Fig. 1: run 1, power grid
Pins as bars on the die edge. Tap cells in grey.
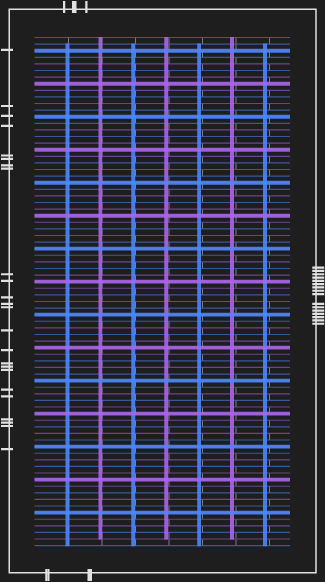
Fig. 2: run 1, clock nets
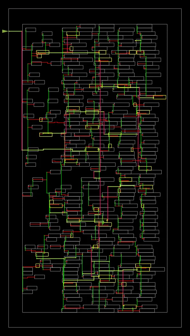
Fig. 3: run 1, routed clock nets over the placement
Bar = 50 um.
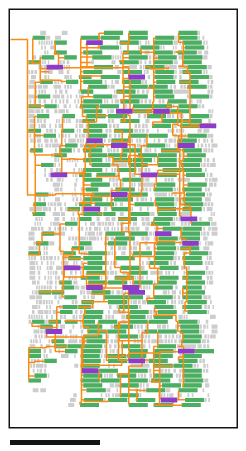
==> config.mk <==
export PLATFORM = sky130hd
export DESIGN_NAME = spike_logger_flat
export DESIGN_NICKNAME = d
export VERILOG_FILES = /design/src/rtl/spike_logger_pkg.sv /design/src/rtl/spike_logger_if.sv /design/src/rtl/spike_logger_sync_fifo.sv /design/src/rtl/spike_logger.sv /design/src/flat_wrapper.sv
export SDC_FILE = /design/constraint.sdc
export NUM_CORES = 1
export LEC_CHECK = 0
export ABC_AREA = 1
export CORE_ASPECT_RATIO = 2
export CORE_MARGIN = 10
export CORE_UTILIZATION = 61
export CTS_CLUSTER_DIAMETER = 150
export DETAILED_ROUTE_END_ITERATION = 16
export MAX_ROUTING_LAYER = met4
export PLACE_DENSITY_LB_ADDON = 0.15
export SLEW_MARGIN = 0
export SYNTH_ARGS = -nofsm -noshare
export SYNTH_HDL_FRONTEND = slang
export SYNTH_SLANG_ARGS = --single-unit
==> constraint.sdc <==
create_clock -name clk -period 3.2 [get_ports clk]
set_input_delay 0.64 -clock clk [delete_from_list [all_inputs] [get_ports clk]]
set_output_delay 0.64 -clock clk [all_outputs]
set_load 0.01 [all_outputs]
==> src/rtl/spike_logger_pkg.sv <==
// Shared defaults and types for the spike event logger.
package spike_log_pkg;

  localparam int unsigned DEF_TS_W  = 16;
  localparam int unsigned DEF_DEPTH = 16;
  localparam int unsigned DEF_REFR  = 32;
  localparam int unsigned DEF_CNT_W = 16;
  localparam int unsigned DROP_W    = 8;

  typedef logic [DEF_TS_W-1:0] ts_t;

endpackage

==> src/rtl/spike_logger_if.sv <==
// Valid/ready timestamp stream from the logger to the readout side.
interface spike_logger_if
  import spike_log_pkg::*;
#(
  parameter int unsigned TS_W = DEF_TS_W
);
  logic            ts_valid;
  logic [TS_W-1:0] ts_data;
  logic            ts_ready;

  modport master (output ts_valid, output ts_data, input ts_ready);
  modport slave  (input ts_valid, input ts_data, output ts_ready);
endinterface

==> src/rtl/spike_logger_sync_fifo.sv <==
// First-word-fall-through synchronous FIFO; a full FIFO still accepts a push
// when a pop happens in the same cycle.
module sync_fifo #(
  parameter int unsigned Width = 16,
  parameter int unsigned Depth = 16
) (
  input  logic             clk,
  input  logic             rst,
  input  logic             push,
  input  logic [Width-1:0] din,
  input  logic             pop,
  output logic [Width-1:0] dout,
  output logic             empty,
  output logic             full
);
  localparam int unsigned AW = $clog2(Depth);

  logic [Width-1:0] mem_q [Depth];
  logic [AW-1:0]    wr_ptr_q, wr_ptr_d, rd_ptr_q, rd_ptr_d;
  logic [AW:0]      count_q, count_d;
  logic             do_push, do_pop;

  assign empty   = (count_q == '0);
  assign full    = (count_q == (AW+1)'(Depth));
  assign do_pop  = pop && !empty;
  assign do_push = push && (!full || do_pop);
  assign dout    = mem_q[rd_ptr_q];

  // Pointer and occupancy next-state; pointers wrap naturally (Depth is 2^AW).
  always_comb begin
    wr_ptr_d = wr_ptr_q;
    rd_ptr_d = rd_ptr_q;
    count_d  = count_q;
    if (do_push) wr_ptr_d = wr_ptr_q + AW'(1);
    if (do_pop)  rd_ptr_d = rd_ptr_q + AW'(1);
    unique case ({do_push, do_pop})
      2'b10:   count_d = count_q + (AW+1)'(1);
      2'b01:   count_d = count_q - (AW+1)'(1);
      default: count_d = count_q;
    endcase
  end

  // Control state register.
  always_ff @(posedge clk) begin
    if (rst) begin
      wr_ptr_q <= '0;
      rd_ptr_q <= '0;
      count_q  <= '0;
    end else begin
      wr_ptr_q <= wr_ptr_d;
      rd_ptr_q <= rd_ptr_d;
      count_q  <= count_d;
    end
  end

  // Storage array; contents need no reset since empty masks them.
  always_ff @(posedge clk) begin
    if (do_push) mem_q[wr_ptr_q] <= din;
  end

endmodule

==> src/rtl/spike_logger.sv <==
// Turns rising edges of the sampled spike level into timestamped events,
// applies a refractory dead-time, queues timestamps and counts accepts/drops.
module spike_logger
  import spike_log_pkg::*;
#(
  parameter int unsigned TS_W  = DEF_TS_W,
  parameter int unsigned DEPTH = DEF_DEPTH,
  parameter int unsigned REFR  = DEF_REFR,
  parameter int unsigned CNT_W = DEF_CNT_W
) (
  input  logic              clk,
  input  logic              rst,
  input  logic              sample_en,
  input  logic              spike,
  input  logic              clear,
  spike_logger_if.master    ts,
  output logic [CNT_W-1:0]  evt_count,
  output logic [DROP_W-1:0] drop_count,
  output logic              overflow
);
  localparam int unsigned RW = (REFR > 0) ? $clog2(REFR + 1) : 1;

  logic [TS_W-1:0]   ts_cnt_q, ts_cnt_d;
  logic              spike_prev_q, spike_prev_d;
  logic [RW-1:0]     refr_cnt_q, refr_cnt_d;
  logic [CNT_W-1:0]  evt_count_q, evt_count_d;
  logic [DROP_W-1:0] drop_count_q, drop_count_d;
  logic              overflow_q, overflow_d;

  logic              accept, push, pop, fifo_rst, fifo_empty, fifo_full;
  logic [TS_W-1:0]   fifo_dout;

  assign fifo_rst    = rst || clear;
  assign ts.ts_valid = !fifo_empty;
  assign ts.ts_data  = fifo_dout;
  assign pop         = !fifo_empty && ts.ts_ready;
  assign accept      = sample_en && spike && !spike_prev_q && (refr_cnt_q == '0);
  // A same-cycle pop frees the slot even when the FIFO reads full.
  assign push        = accept && (!fifo_full || pop);

  assign evt_count  = evt_count_q;
  assign drop_count = drop_count_q;
  assign overflow   = overflow_q;

  sync_fifo #(
    .Width(TS_W),
    .Depth(DEPTH)
  ) u_fifo (
    .clk  (clk),
    .rst  (fifo_rst),
    .push (push),
    .din  (ts_cnt_q),
    .pop  (pop),
    .dout (fifo_dout),
    .empty(fifo_empty),
    .full (fifo_full)
  );

  // Timestamp, edge-detect, refractory and counter next-state.
  always_comb begin
    ts_cnt_d     = ts_cnt_q;
    spike_prev_d = spike_prev_q;
    refr_cnt_d   = refr_cnt_q;
    evt_count_d  = evt_count_q;
    drop_count_d = drop_count_q;
    overflow_d   = overflow_q;
    if (sample_en) begin
      ts_cnt_d     = ts_cnt_q + TS_W'(1);
      spike_prev_d = spike;
      if (accept) begin
        refr_cnt_d = RW'(REFR);
      end else if (refr_cnt_q != '0) begin
        refr_cnt_d = refr_cnt_q - RW'(1);
      end
    end
    if (push && (evt_count_q != '1)) evt_count_d = evt_count_q + CNT_W'(1);
    if (accept && !push) begin
      if (drop_count_q != '1) drop_count_d = drop_count_q + DROP_W'(1);
      overflow_d = 1'b1;
    end
  end

  // State register; rst and clear both return everything to idle.
  always_ff @(posedge clk) begin
    if (rst || clear) begin
      ts_cnt_q     <= '0;
      spike_prev_q <= 1'b0;
      refr_cnt_q   <= '0;
      evt_count_q  <= '0;
      drop_count_q <= '0;
      overflow_q   <= 1'b0;
    end else begin
      ts_cnt_q     <= ts_cnt_d;
      spike_prev_q <= spike_prev_d;
      refr_cnt_q   <= refr_cnt_d;
      evt_count_q  <= evt_count_d;
      drop_count_q <= drop_count_d;
      overflow_q   <= overflow_d;
    end
  end

endmodule

==> src/flat_wrapper.sv <==
// flat-port wrapper written by rule: the top's interface ports become plain ports
module spike_logger_flat import spike_log_pkg::*;
#(
  parameter int unsigned TS_W  = DEF_TS_W,
  parameter int unsigned DEPTH = DEF_DEPTH,
  parameter int unsigned REFR  = DEF_REFR,
  parameter int unsigned CNT_W = DEF_CNT_W
)
  (clk, rst, sample_en, spike, clear, evt_count, drop_count, overflow, ts_ts_valid, ts_ts_data, ts_ts_ready);
  spike_logger_if #(.TS_W(TS_W)) ts_i ();
  input  logic clk;
  input  logic rst;
  input  logic sample_en;
  input  logic spike;
  input  logic clear;
  output logic [CNT_W-1:0] evt_count;
  output logic [DROP_W-1:0] drop_count;
  output logic overflow;
  output wire logic [$bits(ts_i.ts_valid)-1:0] ts_ts_valid;
  output wire logic [$bits(ts_i.ts_data)-1:0] ts_ts_data;
  input wire logic [$bits(ts_i.ts_ready)-1:0] ts_ts_ready;
  assign ts_ts_valid = ts_i.ts_valid;
  assign ts_ts_data = ts_i.ts_data;
  assign ts_i.ts_ready = ts_ts_ready;
  spike_logger #(.TS_W(TS_W), .DEPTH(DEPTH), .REFR(REFR), .CNT_W(CNT_W)) u_core (.clk(clk), .rst(rst), .sample_en(sample_en), .spike(spike), .clear(clear), .ts(ts_i), .evt_count(evt_count), .drop_count(drop_count), .overflow(overflow));
endmodule
==> reports/summary.rpt, run 1 <==
========================================================================================
Internal power summed over all cells                                            6.546 mW
Proportion of synthesized area in mux cells                                           0%
Vias                                                                                9456
Hold Path Class                                                               reg -> reg
Setup Crit Path Kind                                                          reg -> out
Top flip-flop cell by instance count after synthesis                        sky130_fd_sc_hd__edfxtp_1
Layout cell share with drive strength beyond 1                                    9.130%
Initial antenna violation count                                                        0
I/O pin cnt                                                                           48
Number of I/O port buffers                                                            47
Chip area line of the yosys report                                           13670 sq um
Die width                                                                       125.8 um
Capturing element type of the critical path                                   output pin
Tapcell count                                                                        276
Cell taking the most area after synthesis                                   sky130_fd_sc_hd__edfxtp_1
Global route overflow                                                                  0
Met1 track demand over resource                                                   21.48%
Synth Register Bits                                                                  321
DRC violations left                                                                    0
Psw                                                                             1.981 mW
Cell Area, Placed                                                            14660 sq um
Total power after layout                                                        8.528 mW
Cell class ranked first by area                                                registers
Count of multi-input gates                                                           740
Number of max-cap violations                                                           0
Warning total across the stage logs                                                   31
AND-OR/OR-AND Cells, Area Fraction                                                11.03%
WHS Path Cells                                                                         1
Clock buffer cells                                                                    31
Hold_buf cts                                                                           0
Final layout net count                                                              1381
Busiest layer in global routing                                                     met2
YS warnings                                                                            0
Number of diodes added for antenna fixing                                              0
Fraction of the mapped netlist area in adder cells                                1.282%
Area of all placed cells without fillers                                     15620 sq um
Routed length on met3                                                            1263 um
Final core occ                                                                    70.78%
Mapped cell area                                                             13670 sq um
Leading cell type in the layout, fill and taps excluded                     sky130_fd_sc_hd__edfxtp_1
Distinct cell type count of the synthesized netlist                                   34
Worst relative slew slack                                                         42.99%
Area Growth Syn to Fin                                                            14.27%
Portion of the clock cycle consumed by the worst path in the final layout         98.12%
Async SR Flop Fraction                                                                0%
Total instance count after detailed placement                                       1604
Met3 usage in global routing                                                      2.035%
Most frequent cells in the layout                                           sky130_fd_sc_hd__edfxtp_1 (256), sky130_fd_sc_hd__nand2_1 (196), sky130_fd_sc_hd__inv_1 (173), sky130_fd_sc_hd__nand3_1 (142), sky130_fd_sc_hd__a21oi_1 (112)
Register share of total power                                                      53.2%
Critical path data required time                                                 2.56 ns
DR pass1 iterations                                                                    6
Final routed wire length divided by cell count                                  19.11 um
Starting DRC count in detailed routing                                               772
Final count of hold timing violations                                                  0
Number of setup buffers added after CTS                                                1
Setup Total Neg Slack                                                               0 ns
GRT Resource Usage Total                                                          21.53%
Die Y-Extent                                                                    231.7 um
Ratio of routed vias to standard cells                                             5.710
Worst slack, placed                                                            0.2819 ns
Post-synthesis xor/xnor area fraction                                             1.025%
Final setup violation count                                                            0
Syn Area/Cell                                                                10.53 sq um
Switching share of power                                                          23.23%
Clock tree sinks                                                                     321
Via count of the first global-routing pass                                          9364
First-pass GRT wire length                                                      48530 um
Time the final worst path needs with I/O delays and setup                       3.140 ns
Power density over cell area                                                546.1 nW/um^2
Post-Synthesis Cells                                                                1298
Placeable core area                                                          22060 sq um
Number of sequential cells in the layout                                             321
Count of fill cells added during filler insertion                                   1604
Routed length on met2                                                           17710 um
Arrival time of the worst setup path                                             2.50 ns
CTS clock-pin slew for the worst setup and hold paths                            0.07 ns
Worst-case register-to-register setup slack                                      0.91 ns
Layout inverter count without the clock tree                                         177
Peak fanout along the critical path                                                   36
H-tree levels                                                                          1
Result of the run                                                           complete, no violations
Final hold slack                                                               0.4267 ns
Startpoint kind of the worst setup timing path                                 flip-flop
Final Slew Violations                                                                  0
Top achievable clock speed                                                    0.3185 GHz
Non-clock buffer instance count of the final layout                                   96
Seq share, synth                                                                  65.78%
Number of enable flip-flop cells                                                     256
Worst hold start                                                            u_core.refr_cnt_q[0]
Fraction of area in clock buffers and inverters                                   5.424%
Net Count, Synth                                                                    1318
Transition time of the tightest slew-check pin                                 0.8540 ns
PostCTS Resize Cnt                                                                     2
M2 GR Usage                                                                       40.44%
Floorplan core density                                                            61.94%
Combinational gate area                                                       3794 sq um
Non-clock buffer share of cell area                                               6.161%
Count of nets left with antenna violations after detail routing                        0
Number of cell rows                                                                   77
Reg area                                                                      8996 sq um
Max-area cell share                                                               56.25%
PnR worst setup slack                                                         0.06029 ns
Largest net degree at the start of global routing                                     73
Max IR drop VDD                                                              0.0004380 V
Die Outline Area                                                             29150 sq um
CP Capture Point                                                            ts_ts_data[1]
Reg2Reg Capture Point                                                       u_core.u_fifo.count_q[2]
Cells on worst reg2reg path                                                           11
Routability-driven placement congestion ratio                                     0.8616
Post-Synth Simple-Gate Area                                                       14.08%
Count of instantiated cells in the yosys netlist                                    1298
Top area cell types                                                         sky130_fd_sc_hd__edfxtp_1 (56%), sky130_fd_sc_hd__dfxtp_1 (9.5%), sky130_fd_sc_hd__nand2_1 (5.4%)
Combinational share of cell area                                                  24.29%
Final std cells w/o fill                                                            1656
========================================================================================
-- Fig. 1 (at the start) --
| net | colour |
|---|---|
| VSS | blue |
| VDD | purple |
tap cells: 276
met4 straps: 7
signal pins: 48

-- Fig. 2 (at the start) --
insertion delay to the later sink of the worst-skew pair: 0.54 ns
P_clk: 3.17 mW
number of buffers inserted during clock tree synthesis: 25

-- Fig. 3 (at the start) --
[clock wires] orange | length: 3210 um
[cells driving clock nets] purple | count: 25
[flip-flops] green | count: 321
routed clock nets: 26
part of the power in the clock network: 37.2%
worst clock skew on the final layout: 0.01275 ns

run 1: state kept, by name, indices dropped and copies added, names as in the netlist, named ones only:
register,flops
u_core.u_fifo.wr_ptr_q,4
u_core.u_fifo.count_q,5
u_core.ts_cnt_q,16
u_core.evt_count,16
u_core.spike_prev_q,1
u_core.overflow,1
u_core.drop_count,8
u_core.u_fifo.mem_q,256
u_core.refr_cnt_q,6
u_core.u_fifo.rd_ptr_q,4
run 1: worst max-delay path, stage by stage (launching register included):
cell	delay (ns)
sky130_fd_sc_hd__dfxtp_4	0.45
sky130_fd_sc_hd__buf_16	0.21
sky130_fd_sc_hd__a21oi_1	0.18
sky130_fd_sc_hd__o21ai_0	0.21
sky130_fd_sc_hd__nand3_1	0.12
sky130_fd_sc_hd__nand3_1	0.12
sky130_fd_sc_hd__nand2_1	0.11
sky130_fd_sc_hd__clkdlybuf4s50_1	0.54
run 1: synthesized netlist by cell type, types with 14 or more instances:
cell type                  number
sky130_fd_sc_hd__edfxtp_1     256
sky130_fd_sc_hd__o21ai_0       80
sky130_fd_sc_hd__buf_2         17
sky130_fd_sc_hd__a21oi_1      113
sky130_fd_sc_hd__ha_1          14
sky130_fd_sc_hd__nor2_1        82
sky130_fd_sc_hd__dfxtp_1       65
sky130_fd_sc_hd__nand2_1      196
sky130_fd_sc_hd__clkbuf_1      36
sky130_fd_sc_hd__o211ai_1      64
sky130_fd_sc_hd__inv_1        174
sky130_fd_sc_hd__nand3_1      142
run 1: power groups by stage:
stage	clock network [mW]	logic, mW	registers [mW]
5_1_grt	3.36	0.914	4.54
2_1_floorplan	0	0.528	4.61
6_report	3.17	0.820	4.53
3_5_place_dp	0	0.794	4.63
4_1_cts	3.20	0.812	4.53
3_3_place_gp	0	0.787	4.63
==> inputs of run 2 (changes only) <==
Settings changed: CORE_UTILIZATION 61 to 55.
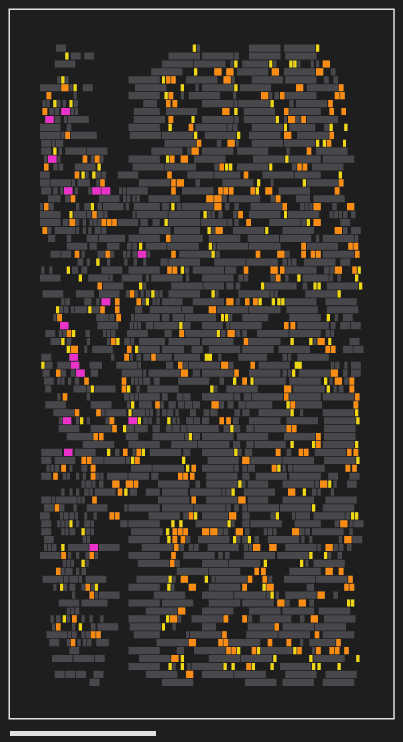
Fig. 4. Selected gate families (run 2).
Bar = 50 um.
| family | colour | cells | most used |
|---|---|---|---|
| inverters | yellow | 177 | inv_1 |
| inverting AOI/OAI gates | orange | 264 | a21oi_1 |
| XOR/XNOR gates | magenta | 16 | xor2_1 |
combinational share of cell area: 23.97%
leading cell type in the layout, fill and taps excluded: sky130_fd_sc_hd__edfxtp_1
final std cells w/o fill: 1721

==> reports/summary.rpt, run 2 <==
========================================================================================
Placeable core area                                                          24530 sq um
Top area cell types                                                         sky130_fd_sc_hd__edfxtp_1 (56%), sky130_fd_sc_hd__dfxtp_1 (9.5%), sky130_fd_sc_hd__nand2_1 (5.4%)
Die Y-Extent                                                                    242.9 um
Final count of hold timing violations                                                  0
Metal-1 WL                                                                      11930 um
Number of enable flip-flop cells                                                     256
Fraction of the mapped netlist area in adder cells                                1.282%
Area Growth Syn to Fin                                                            15.68%
Count of nets left with antenna violations after detail routing                        0
Routed length on met2                                                           17280 um
YS warnings                                                                            0
Count of instantiated cells in the yosys netlist                                    1298
Floorplan core density                                                            55.72%
Routed length on met3                                                            1271 um
Insertion delay to the later sink of the worst-skew pair                         0.54 ns
Vias                                                                                9371
Leak Pwr                                                                        5.759 nW
Total instance count after detailed placement                                       1665
Worst relative slew slack                                                         41.39%
Post-Synth Simple-Gate Area                                                       14.08%
Root buffer cell                                                            sky130_fd_sc_hd__clkbuf_16
Routability-driven placement congestion ratio                                     0.8373
Die Outline Area                                                             31930 sq um
Proportion of synthesized area in mux cells                                           0%
Syn Area/Cell                                                                10.53 sq um
CTS clock-pin slew for the worst setup and hold paths                            0.07 ns
Starting DRC count in detailed routing                                               712
Final layout net count                                                              1389
Cell with the most instances after synthesis                                sky130_fd_sc_hd__edfxtp_1
Cell class contributing the biggest share of worst-path delay               buffers and inverters
Post-synthesis xor/xnor area fraction                                             1.025%
Standard cell with the maximum stage delay on the critical path             sky130_fd_sc_hd__dfxtp_4
Initial antenna violation count                                                        0
Max IR drop VDD                                                              0.0005382 V
Hold_buf cts                                                                           0
Buf/Inv on CP                                                                          2
Distinct cell type count of the synthesized netlist                                   34
Number of cell rows                                                                   81
Startpoint kind of the worst setup timing path                                 flip-flop
Setup Crit Path Kind                                                          reg -> out
Time the final worst path needs with I/O delays and setup                       3.108 ns
Largest net degree at the start of global routing                                     56
H-tree levels                                                                          1
Final hold slack                                                               0.4360 ns
Max Buffers Root-to-Sink                                                               3
Post-Synthesis Cells                                                                1298
Synth Register Bits                                                                  321
Area of all placed cells without fillers                                     15810 sq um
Critical path data required time                                                 2.56 ns
Layout cell share with drive strength beyond 1                                    9.575%
Top achievable clock speed                                                    0.3218 GHz
Max-area cell share                                                               56.25%
Peak per-stage delay on the critical path                                        0.51 ns
Total power after layout                                                        8.841 mW
Seq share, synth                                                                  65.78%
RSZ-0062 raised after global routing                                                  no
Worst clock skew on the final layout                                          0.01027 ns
Most frequent cells in the layout                                           sky130_fd_sc_hd__edfxtp_1 (256), sky130_fd_sc_hd__nand2_1 (196), sky130_fd_sc_hd__inv_1 (173), sky130_fd_sc_hd__nand3_1 (142), sky130_fd_sc_hd__a21oi_1 (113)
Peak fanout along the critical path                                                   17
Ratio of routed vias to standard cells                                             5.445
Top flip-flop cell by instance count after synthesis                        sky130_fd_sc_hd__edfxtp_1
Die width                                                                       131.5 um
AND-OR/OR-AND Cells, Area Fraction                                                11.03%
Global route overflow                                                                  0
Setup Total Neg Slack                                                               0 ns
Cell taking the most area after synthesis                                   sky130_fd_sc_hd__edfxtp_1
Final Slew Violations                                                                  0
DR top layer                                                                        met4
Transition time of the tightest slew-check pin                                 0.8780 ns
Warning total across the stage logs                                                   31
Max FFs per register                                                                 256
Number of max-cap violations                                                           0
Routed wire length                                                              31660 um
Met1 track demand over resource                                                   21.45%
Sequence of cells on the critical path                                      buf_6 -> a21oi_1 -> o21ai_0 -> nand3_1 -> nand3_1 -> nand2_1 -> clkdlybuf4s50_1
GRT Resource Usage Total                                                          19.97%
Clock tree sinks                                                                     321
Cell Area, Placed                                                            14750 sq um
Net Count, Synth                                                                    1318
Async SR Flop Fraction                                                                0%
Portion of the clock cycle consumed by the worst path in the final layout         97.12%
Result of the run                                                           complete, no violations
Number of diodes added for antenna fixing                                              0
Final setup violation count                                                            0
Arrival time of the worst setup path                                             2.47 ns
Beginning of the worst register-to-register path                            u_core.refr_cnt_q[0]
Number of I/O port buffers                                                            47
I/O pin cnt                                                                           48
M2 GR Usage                                                                       36.53%
Met3 usage in global routing                                                      1.862%
DRC violations left                                                                    0
Final core occ                                                                    64.46%
Synth logic family                                                          simple AND/OR/NAND/NOR gates
Final routed wire length divided by cell count                                  18.40 um
Worst hold start                                                            u_core.refr_cnt_q[0]
Top cell types by occurrence after synthesis                                sky130_fd_sc_hd__edfxtp_1 (256), sky130_fd_sc_hd__nand2_1 (196), sky130_fd_sc_hd__inv_1 (174)
Busiest layer in global routing                                                     met2
CP most frequent cell                                                       sky130_fd_sc_hd__nand3_1
Register name with the most flops                                           u_core.u_fifo.mem_q
Power density over cell area                                                559.2 nW/um^2
TritonCTS clock tree                                                               built
DR pass1 iterations                                                                    5
Chip area line of the yosys report                                           13670 sq um
PnR worst setup slack                                                         0.09209 ns
Worst slack, placed                                                            0.2647 ns
Via count of the first global-routing pass                                          9285
Placed wire-length estimate                                                     20830 um
Mapped cell area                                                             13670 sq um
First-pass GRT wire length                                                      49630 um
Capturing element type of the critical path                                   output pin
Hold Path Class                                                               reg -> reg
========================================================================================
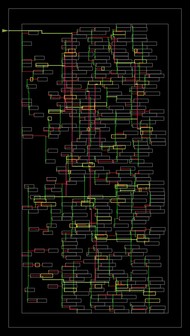
Fig. 5. Clock nets (run 2).
number of buffers inserted during clock tree synthesis: 26
P_clk: 3.51 mW

==> run 2: cell types whose count changed in the layout (fill, tap and decap cells not counted), moves of 2 or more <==
cell / before / now
sky130_fd_sc_hd__clkbuf_8: 3 / 5
sky130_fd_sc_hd__bufinv_16: 2 / 5
sky130_fd_sc_hd__clkinv_4: 3 / 0
sky130_fd_sc_hd__clkbuf_1: 2 / 4
sky130_fd_sc_hd__buf_12: 6 / 4
sky130_fd_sc_hd__buf_6: 1 / 4
sky130_fd_sc_hd__inv_4: 2 / 0
sky130_fd_sc_hd__buf_4: 39 / 46
==> run 2: kinds of logic after synthesis <==
group / after synthesis
AND/OR/NAND/NOR: 444
adder cells (fa/ha/maj): 14
AND-OR/OR-AND: 266
flip-flops: 321
buffers and inverters: 237
XOR/XNOR: 16
==> run 2: worst paths after layout <==
| path | to | slack (ns) | cells after the start |
|---|---|---|---|
| setup / recovery | ts_ts_data[12] | 0.09 | 7 |
| hold / removal | u_core.refr_cnt_q[0] | 0.44 | 1 |
| hold reg to reg | u_core.refr_cnt_q[0] | 0.44 | 1 |
| setup reg to reg | u_core.u_fifo.count_q[2] | 0.96 | 12 |
==> run 2: cell type report <==
cell class	count	area (sq um)
Clock buffer	36	759.5
Clock inverter	12	191.4
Fill cell	1998	8717
Inverter	176	664.4
Multi-Input combinational cell	740	3790
Sequential cell	321	8997
Tap cell	332	415.4
Timing Repair Buffer	103	983.4
Timing Repair inverter	1	7.507
==> run 2: repair_timing <==
action                                  CTS  global route
gates cloned                              1             0
setup buffers                             2             5
gates resized                             3             4
endpoints found under the setup margin   16            16
==> run 2: power breakdown <==
part | switching [mW] | total [mW] | internal, mW
sequential | 0.0423 | 4.53 | 4.49
combinational | 0.478 | 0.795 | 0.317
clock | 1.44 | 3.51 | 2.07
total | 1.96 | 8.84 | 6.88
==> inputs of run 3 (changes only) <==
Settings changed: CORE_MARGIN 10 to 8.
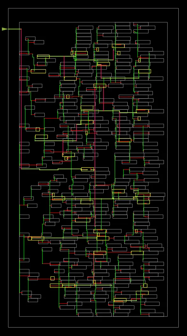
Fig. 6. Clock nets (run 3).
worst clock skew on the final layout: 0.01128 ns
P_clk: 3.17 mW

==> reports/summary.rpt, run 3 <==
==============================================================================
Number of max-cap violations                                                 0
Net Count, Synth                                                          1318
Cell taking the most area after synthesis                         sky130_fd_sc_hd__edfxtp_1
Count of nets left with antenna violations after detail routing              0
Reg area                                                            8996 sq um
Final routed wire length divided by cell count                        17.77 um
Cell Area, Placed                                                  14780 sq um
Async SR Flop Fraction                                                      0%
Max Buffers Root-to-Sink                                                     3
Final core occ                                                          64.25%
Distinct cell type count of the synthesized netlist                         34
Synth Register Bits                                                        321
Ratio of routed vias to standard cells                                   5.449
Leak Pwr                                                              5.679 nW
Max IR drop VDD                                                    0.0003848 V
Register name with the most flops                                 u_core.u_fifo.mem_q
Placeable core area                                                24420 sq um
Power density over cell area                                      540.7 nW/um^2
Final hold slack                                                     0.4287 ns
Insertion delay to the later sink of the worst-skew pair               0.54 ns
Reg2Reg Capture Point                                             u_core.u_fifo.count_q[2]
Worst Hold Endpoint                                               u_core.refr_cnt_q[0]
CP Capture Point                                                  ts_ts_data[11]
Buf/Inv on CP                                                                3
Clock tree sinks                                                           321
Setup Total Neg Slack                                                     0 ns
Chip area line of the yosys report                                 13670 sq um
RSZ-0062 raised after global routing                                        no
Number of diodes added for antenna fixing                                    0
Result of the run                                                 complete, no violations
Internal power summed over all cells                                  6.578 mW
Final layout net count                                                    1387
Final setup violation count                                                  0
Warning total across the stage logs                                         31
DR top layer                                                              met4
Switching share of power                                                22.48%
Number of buffers inserted during clock tree synthesis                      26
Total power after layout                                              8.485 mW
Sequence of cells on the critical path                            buf_4 -> inv_1 -> nand3_1 -> nand2_1 -> clkdlybuf4s50_1
Routed length on met2                                                 16810 um
Peak fanout along the critical path                                         17
Count of instantiated cells in the yosys netlist                          1298
Count of fill cells added during filler insertion                         1915
Cell with the most instances after synthesis                      sky130_fd_sc_hd__edfxtp_1
Part of the power in the clock network                                   37.4%
Routability-driven placement congestion ratio                           0.8424
Vias                                                                      9356
Starting DRC count in detailed routing                                     691
Routed length on met3                                                  1085 um
DRC violations left                                                          0
Mapped cell area                                                   13670 sq um
Area of all placed cells without fillers                           15690 sq um
Worst relative slew slack                                               45.29%
Initial antenna violation count                                              0
Register share of total power                                            53.3%
Hold_buf cts                                                                 0
Hold Path Class                                                     reg -> reg
Top flip-flop cell by instance count after synthesis              sky130_fd_sc_hd__edfxtp_1
Worst-case register-to-register setup slack                            0.94 ns
GRT Resource Usage Total                                                20.84%
Layout cell share with drive strength beyond 1                          8.953%
Peak per-stage delay on the critical path                              0.59 ns
Crit path depth                                                              5
Max-area cell share                                                     56.25%
Max FFs per register                                                       256
I/O pin cnt                                                                 48
H-tree levels                                                                1
Post-Synthesis Cells                                                      1298
Worst hold start                                                  u_core.refr_cnt_q[0]
Cells on worst reg2reg path                                                 12
Arrival time of the worst setup path                                   2.40 ns
Routed wire length                                                    30500 um
==============================================================================
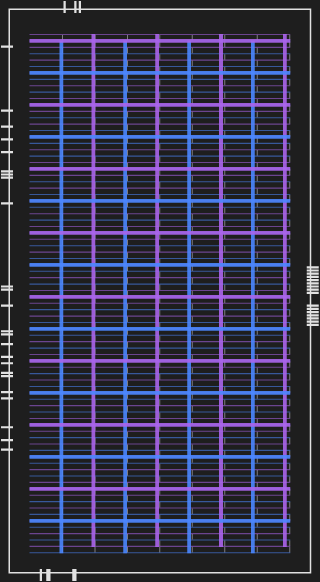
Fig. 7. Power grid (run 3).
Pins as bars on the die edge. Tap cells in grey.
| net | colour |
|---|---|
| VDD | purple |
| VSS | blue |
met5 straps: 16
met1 rails: 82
met4 straps: 8
Die Y-Extent: 238.9 um
die width: 127.5 um

## run 3: metrics by stage
| step | cells | setup WS, ns |
|---|---|---|
| after floorplan | 1298 | 0.6852 |
| after global placement | 1665 | 0.2895 |
| after detailed placement | 1665 | 0.2586 |
| after CTS | 1713 | 0.007297 |
| after global routing | 1717 | 0.02372 |
| final | 1717 | 0.1599 |
## run 3: cells by family after synthesis
family	count (synthesis)	share of synthesized area (%)
xor+xnor	16	1.025
flops	321	65.78
fa+ha+maj	14	1.282
simple gates	444	14.08
compound gates	266	11.03
buf+inv	237	6.803
## run 3: metal layers
metal  global-route usage [%]  vias up
met5                        -        -
met3                    1.988       62
met1                    21.51     4466
li1                         -     4598
met2                    38.67      230
met4                    9.830        0
## run 3: area by class of cell
class                   instances  share of cell area (%)
clock inverters                17                   1.036
well taps                     332                   2.647
repair buffers                101                   6.211
repair inverters                1                 0.04784
clock buffers                  29                   4.353
inverters                     176                   4.233
flip-flops and latches        321                   57.32
multi-input cells             740                   24.15
## run 3: power groups by stage
stage | combinational [mW] | sequential [mW] | clock [mW]
5_1_grt | 0.882 | 4.53 | 3.38
2_1_floorplan | 0.528 | 4.61 | 0
6_report | 0.786 | 4.53 | 3.17
3_5_place_dp | 0.780 | 4.62 | 0
4_1_cts | 0.792 | 4.53 | 3.24
3_3_place_gp | 0.768 | 4.62 | 0
## run 3: timing repair
item / CTS / global route
setup buffers: 1 / 4
resized: 2 / 2
endpoints found under the setup margin: 16 / 13
gates cloned: 1 / 0

==> screenshots <==
Placement by cell class.
Bar = 50 um.
(a)
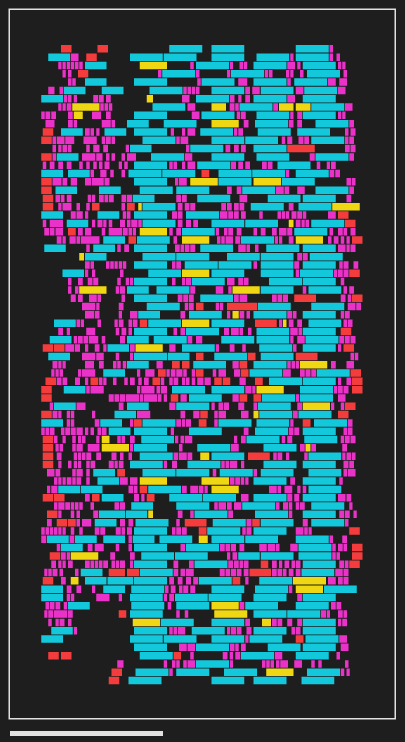
(b)
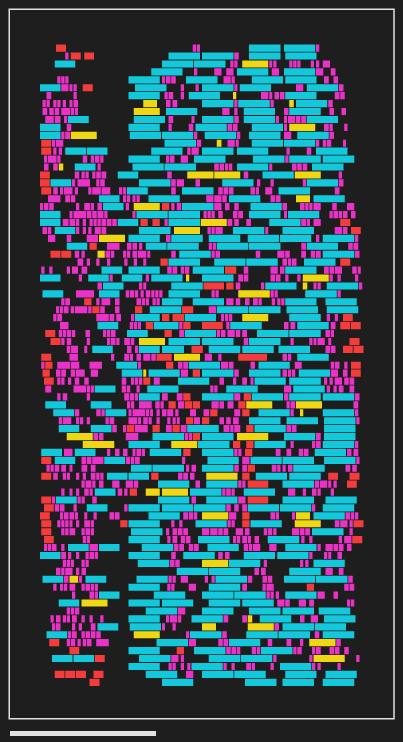
run 2 -> (b)
run 1 -> (a)

Key to (a):
| class | colour | cells | share of their area |
|---|---|---|---|
| other buffers and delay cells | red | 96 | 6.3% |
| flops | cyan | 321 | 59% |
| clock drivers and dummy loads | yellow | 46 | 5.5% |
| all other logic | magenta | 917 | 29% |

Power and IR drop assume default switching activity.
